===== src/rtl/ghost_position_reg_pkg.sv =====
// ghost_position_reg_pkg: arena geometry, tile constants and ghost pacer state encodings
package ghost_position_reg_pkg;
   localparam int WIDTH         = 640;
   localparam int HEIGHT        = 480;
   localparam int TILE_SIZE     = 20;
   localparam int TILE_COL_NUM  = WIDTH / TILE_SIZE;
   localparam int TILE_ROW_NUM  = HEIGHT / TILE_SIZE;
   localparam int TILES         = TILE_ROW_NUM * TILE_COL_NUM;
   localparam int X_W           = $clog2(WIDTH);
   localparam int Y_W           = $clog2(HEIGHT);
   localparam int IDX_W         = $clog2(TILES);
   typedef enum logic {
      GPR_RUN    = 1'b0,
      GPR_PARKED = 1'b1
   } gpr_state_e;
endpackage


===== src/rtl/ghost_position_reg_tile_wall_lookup.sv =====
// tile_wall_lookup: wall bit and tile alignment of a pixel position (x,y,tilemap -> wall,aligned)
module tile_wall_lookup
   import ghost_position_reg_pkg::*;
(
   input  logic [X_W-1:0]   x,
   input  logic [Y_W-1:0]   y,
   input  logic [TILES-1:0] tilemap,
   output logic             wall,
   output logic             aligned
);
   logic [X_W-1:0]   w_col;
   logic [Y_W-1:0]   w_row;
   logic [IDX_W-1:0] w_idx;
   assign w_col   = x / X_W'(TILE_SIZE);
   assign w_row   = y / Y_W'(TILE_SIZE);
   assign w_idx   = IDX_W'(w_row) * IDX_W'(TILE_COL_NUM) + IDX_W'(w_col);
   assign wall    = (w_idx < IDX_W'(TILES)) ? tilemap[w_idx] : 1'b0;
   assign aligned = (x % X_W'(TILE_SIZE) == '0) && (y % Y_W'(TILE_SIZE) == '0);
endmodule


===== src/rtl/ghost_position_reg.sv =====
// ghost_position_reg: ghost position register, move pacer and capture/respawn; wall test enabled by GHOST_WALL_CHECK_EN
module ghost_position_reg
   import ghost_position_reg_pkg::*;
#(
   parameter int HOME_X        = 20,
   parameter int HOME_Y        = 160,
   parameter int TICK_DIV      = 12_500_000,
   parameter int RESPAWN_TICKS = 8,
   parameter int BOUND_X1      = 620,
   parameter int BOUND_Y1      = 460
)(
   input  logic             clk,
   input  logic             reset,
   input  logic             run,
   input  logic [X_W-1:0]   next_x,
   input  logic [Y_W-1:0]   next_y,
   input  logic [X_W-1:0]   pac_x,
   input  logic [Y_W-1:0]   pac_y,
   input  logic [TILES-1:0] tilemap_walls,
   output logic [X_W-1:0]   x,
   output logic [Y_W-1:0]   y,
   output logic             move_strobe,
   output logic             blocked,
   output logic             caught,
   output logic             active
);
   localparam int CNT_W  = $clog2(TICK_DIV);
   localparam int PARK_W = $clog2(RESPAWN_TICKS + 1);
`ifdef GHOST_WALL_CHECK_EN
   localparam bit WALL_EN = 1'b1;
`else
   localparam bit WALL_EN = 1'b0;
`endif
   gpr_state_e       r_state;
   logic [CNT_W-1:0] r_cnt;
   logic [PARK_W-1:0] r_park;
   logic [X_W-1:0]   r_x;
   logic [Y_W-1:0]   r_y;
   logic             r_blocked;
   logic             r_strobe;
   logic             r_caught;
   logic             r_active;
   logic             w_wall;
   logic             w_aligned;
   logic             w_tick;
   logic             w_contact;
   logic             w_legal;
   tile_wall_lookup u_lookup (
      .x       (next_x),
      .y       (next_y),
      .tilemap (tilemap_walls),
      .wall    (w_wall),
      .aligned (w_aligned)
   );
   assign w_tick    = run && (r_cnt == CNT_W'(TICK_DIV - 1));
   assign w_contact = run && (r_state == GPR_RUN) && (r_x == pac_x) && (r_y == pac_y);
   assign w_legal   = (next_x <= X_W'(BOUND_X1)) && (next_y <= Y_W'(BOUND_Y1)) && w_aligned && !(WALL_EN && w_wall);
   always_ff @(posedge clk) begin
      if (reset) begin
         r_state   <= GPR_RUN;
         r_cnt     <= '0;
         r_park    <= '0;
         r_x       <= X_W'(HOME_X);
         r_y       <= Y_W'(HOME_Y);
         r_blocked <= 1'b0;
         r_strobe  <= 1'b0;
         r_caught  <= 1'b0;
         r_active  <= 1'b1;
      end else begin
         r_strobe <= 1'b0;
         r_caught <= 1'b0;
         if (run)
            r_cnt <= w_tick ? '0 : r_cnt + CNT_W'(1);
         if (w_contact) begin
            r_caught  <= 1'b1;
            r_x       <= X_W'(HOME_X);
            r_y       <= Y_W'(HOME_Y);
            r_blocked <= 1'b0;
            r_park    <= PARK_W'(RESPAWN_TICKS);
            r_state   <= GPR_PARKED;
            r_active  <= 1'b0;
         end else if (w_tick) begin
            r_strobe <= 1'b1;
            if (r_state == GPR_RUN) begin
               r_x       <= w_legal ? next_x : r_x;
               r_y       <= w_legal ? next_y : r_y;
               r_blocked <= !w_legal;
            end else begin
               r_park <= r_park - PARK_W'(1);
               if (r_park == PARK_W'(1)) begin
                  r_state  <= GPR_RUN;
                  r_active <= 1'b1;
               end
            end
         end
      end
   end
   assign x           = r_x;
   assign y           = r_y;
   assign move_strobe = r_strobe;
   assign blocked     = r_blocked;
   assign caught      = r_caught;
   assign active      = r_active;
endmodule


===== config.mk =====
export PLATFORM = sky130hd
export DESIGN_NAME = ghost_position_reg
export DESIGN_NICKNAME = d
export VERILOG_FILES = /design/src/rtl/ghost_position_reg_pkg.sv /design/src/rtl/ghost_position_reg_tile_wall_lookup.sv /design/src/rtl/ghost_position_reg.sv
export SDC_FILE = /design/constraint.sdc
export NUM_CORES = 1
export LEC_CHECK = 0
export CAP_MARGIN = 20
export CORE_AREA = 4 4 318 320
export DETAILED_ROUTE_END_ITERATION = 7
export DIE_AREA = 0 0 322 324
export SYNTH_ARGS = -nofsm -noshare
export SYNTH_HDL_FRONTEND = slang
export SYNTH_SLANG_ARGS = --single-unit

===== constraint.sdc =====
create_clock -name clk -period 5.2 [get_ports clk]
set_input_delay 1.04 -clock clk [delete_from_list [all_inputs] [get_ports clk]]
set_output_delay 1.04 -clock clk [all_outputs]
set_load 0.005 [all_outputs]

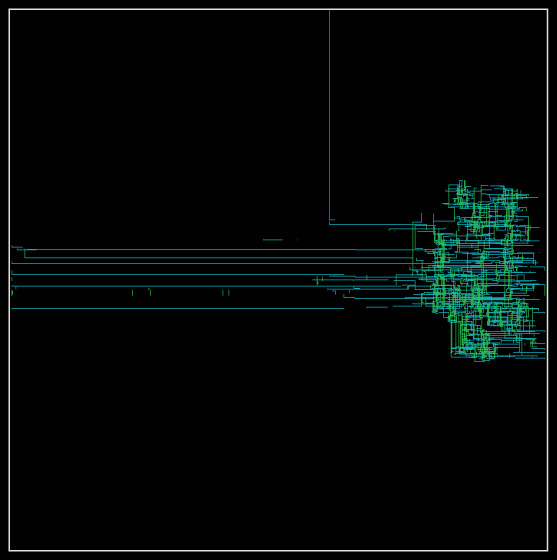
Fig. 1. Wiring by layer.
Two of the layers only.
metal 1: marked cyan, wire length 6280 um. metal 2: marked green, wire length 3070 um.

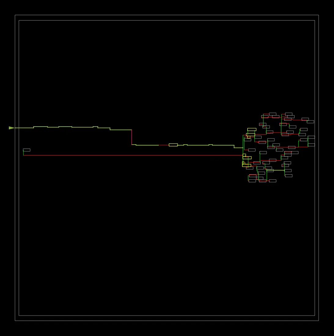
Fig. 2. Clock routing.
Post-Route Skew: 0.0208 ns
Flops: 52
Worst-Skew Late Latency: 0.31 ns
cts bufs inserted: 5

==> results.py <==
# Physical implementation metrics
metrics = {
    "layout": {
        "drive_above_1_share_pct": 4.06,
        "utilization_pct": 5.51,
        "fill_cells": 11610,
        "syn_to_final_growth_pct": 70.0,
    },
    "detailed_routing": {
        "highest_layer": "met4",
        "wl_per_cell_um": 8.72,
        "dr.first_iter.drc_count": 200,
        "num_vias": 2903,
        "met1_length_um": 6280,
        "via_per_inst": 1.70,
    },
    "clocking": {
        "clk_transition_reported_paths_ns": 0.07,
    },
    "synth": {
        "synth_async_sr_flop_share_pct": 0,
        "synth_warnings": 0,
        "postSynthSeqShare_pct": 32.8,
        "ys_ff": 52,
        "ys_area_mm2": 0.00318,
        "ys_cells": 373,
        "syn_nets": 1185,
    },
    "power_and_ir_drop": {
        "clock_power_share_pct": 40.0,
        "powerComb_w": 0.000131,
        "p_comb_share_pct": 14.8,
        "intPower_w": 0.000637,
        "p_per_area_mw_per_mm2": 164,
    },
    "hold_path": {
        "min_from": "r_cnt[1]",
    },
    "floorplanning": {
        "die_x_um": 322,
        "die_area_mm2": 0.104,
        "initial_utilization_pct": 3.24,
    },
    "outcome": {
        "status": "complete, no violations",
    },
    "timing": {
        "rsz0062_at_grt": "false",
        "fin_crit_sh_pct": 73.6,
        "finalSetupTns_ns": 0,
        "slew_headroom_pct": 34.3,
    },
    "global_route": {
        "antenna_found_initial": 3,
        "grt_max_degree": 23,
    },
    "placement": {
        "gp_congestion": 0.724,
    },
    "setup_path": {
        "rrSetupSlack_ns": 2.37,
        "crit_fanout": 16,
        "reg2regPathDepth": 8,
        "path_cells": "clkdlybuf4s50_1, nor3b_1, a21oi_1, o2bb2ai_1, a211oi_1, a2bb2oi_2, nand3_2, and3_1",
        "cp-end-kind": "register",
        "cp-start-kind": "input port",
        "worst_r2r_startpoint": "r_cnt[0]",
    },
}
[worst min-delay path: stages (launching register included)]
cell	delay (ns)
dfxtp_1	0.33
nand2b_1	0.07
a21oi_1	0.06
[state kept, by name, summed over array words and instances (netlist names)]
register and flops:
active 1, blocked 1, caught 1, move_strobe 1, r_cnt 24, r_park 4, r_state 1, x 10
y 9
[layer usage]
layer  global-route usage, %  vias up
li1                        -     1456
met1                    3.47     1301
met2                    2.01      144
met3                    4.74        2
met4                   0.270        0
met5                       0        -
[area by class of cell]
cell class | instances | area (um2) | share of cell area [%]
clock inverter | 3 | 21.3 | 0.394
clock buffer | 5 | 125 | 2.32
multi-input combinational | 292 | 1960 | 36.2
antenna | 1 | 2.50 | 0.0463
inverter | 4 | 15.0 | 0.278
sequential | 52 | 1040 | 19.3
tap | 1287 | 1610 | 29.8
timing repair buffer | 63 | 631 | 11.7
[cell usage in the layout, fill, tap and decap left out, drive strengths merged, types with 3 or more instances in the layout]
cell type,n
o21ai,8
a22oi,3
ha,3
nand3,19
and2,3
or3,3
a21oi,23
nor2,36
nor3b,6
nand2b,11
and4,4
nor2b,9
dfxtp,52
nand3b,3
clkbuf,5
nor3,4
inv,5
o31ai,15
nand2,17
nor4,8
clkdlybuf4s50,63
nand4,22
and3,8
xnor2,15
xor2,33
[logic make-up after synthesis]
kind of cell / count (synthesis) / synth area share (%)
and+or+nand+nor: 166 / 30.1
DFF: 52 / 32.8
adders and majority gates: 3 / 1.18
AOI/OAI and AO/OA: 74 / 16.8
muxes: 1 / 0.315
xor gates and xnor gates: 48 / 13.2
buffers and inverters: 29 / 5.63
[per-stage QoR]
step / cells / worst slack [ns]
finish: 1707 / 1.37
global route: 1706 / 1.21
CTS: 1706 / 1.44
detailed placement: 1698 / 1.13
global placement: 1698 / 1.13
floorplan: 373 / 2.19
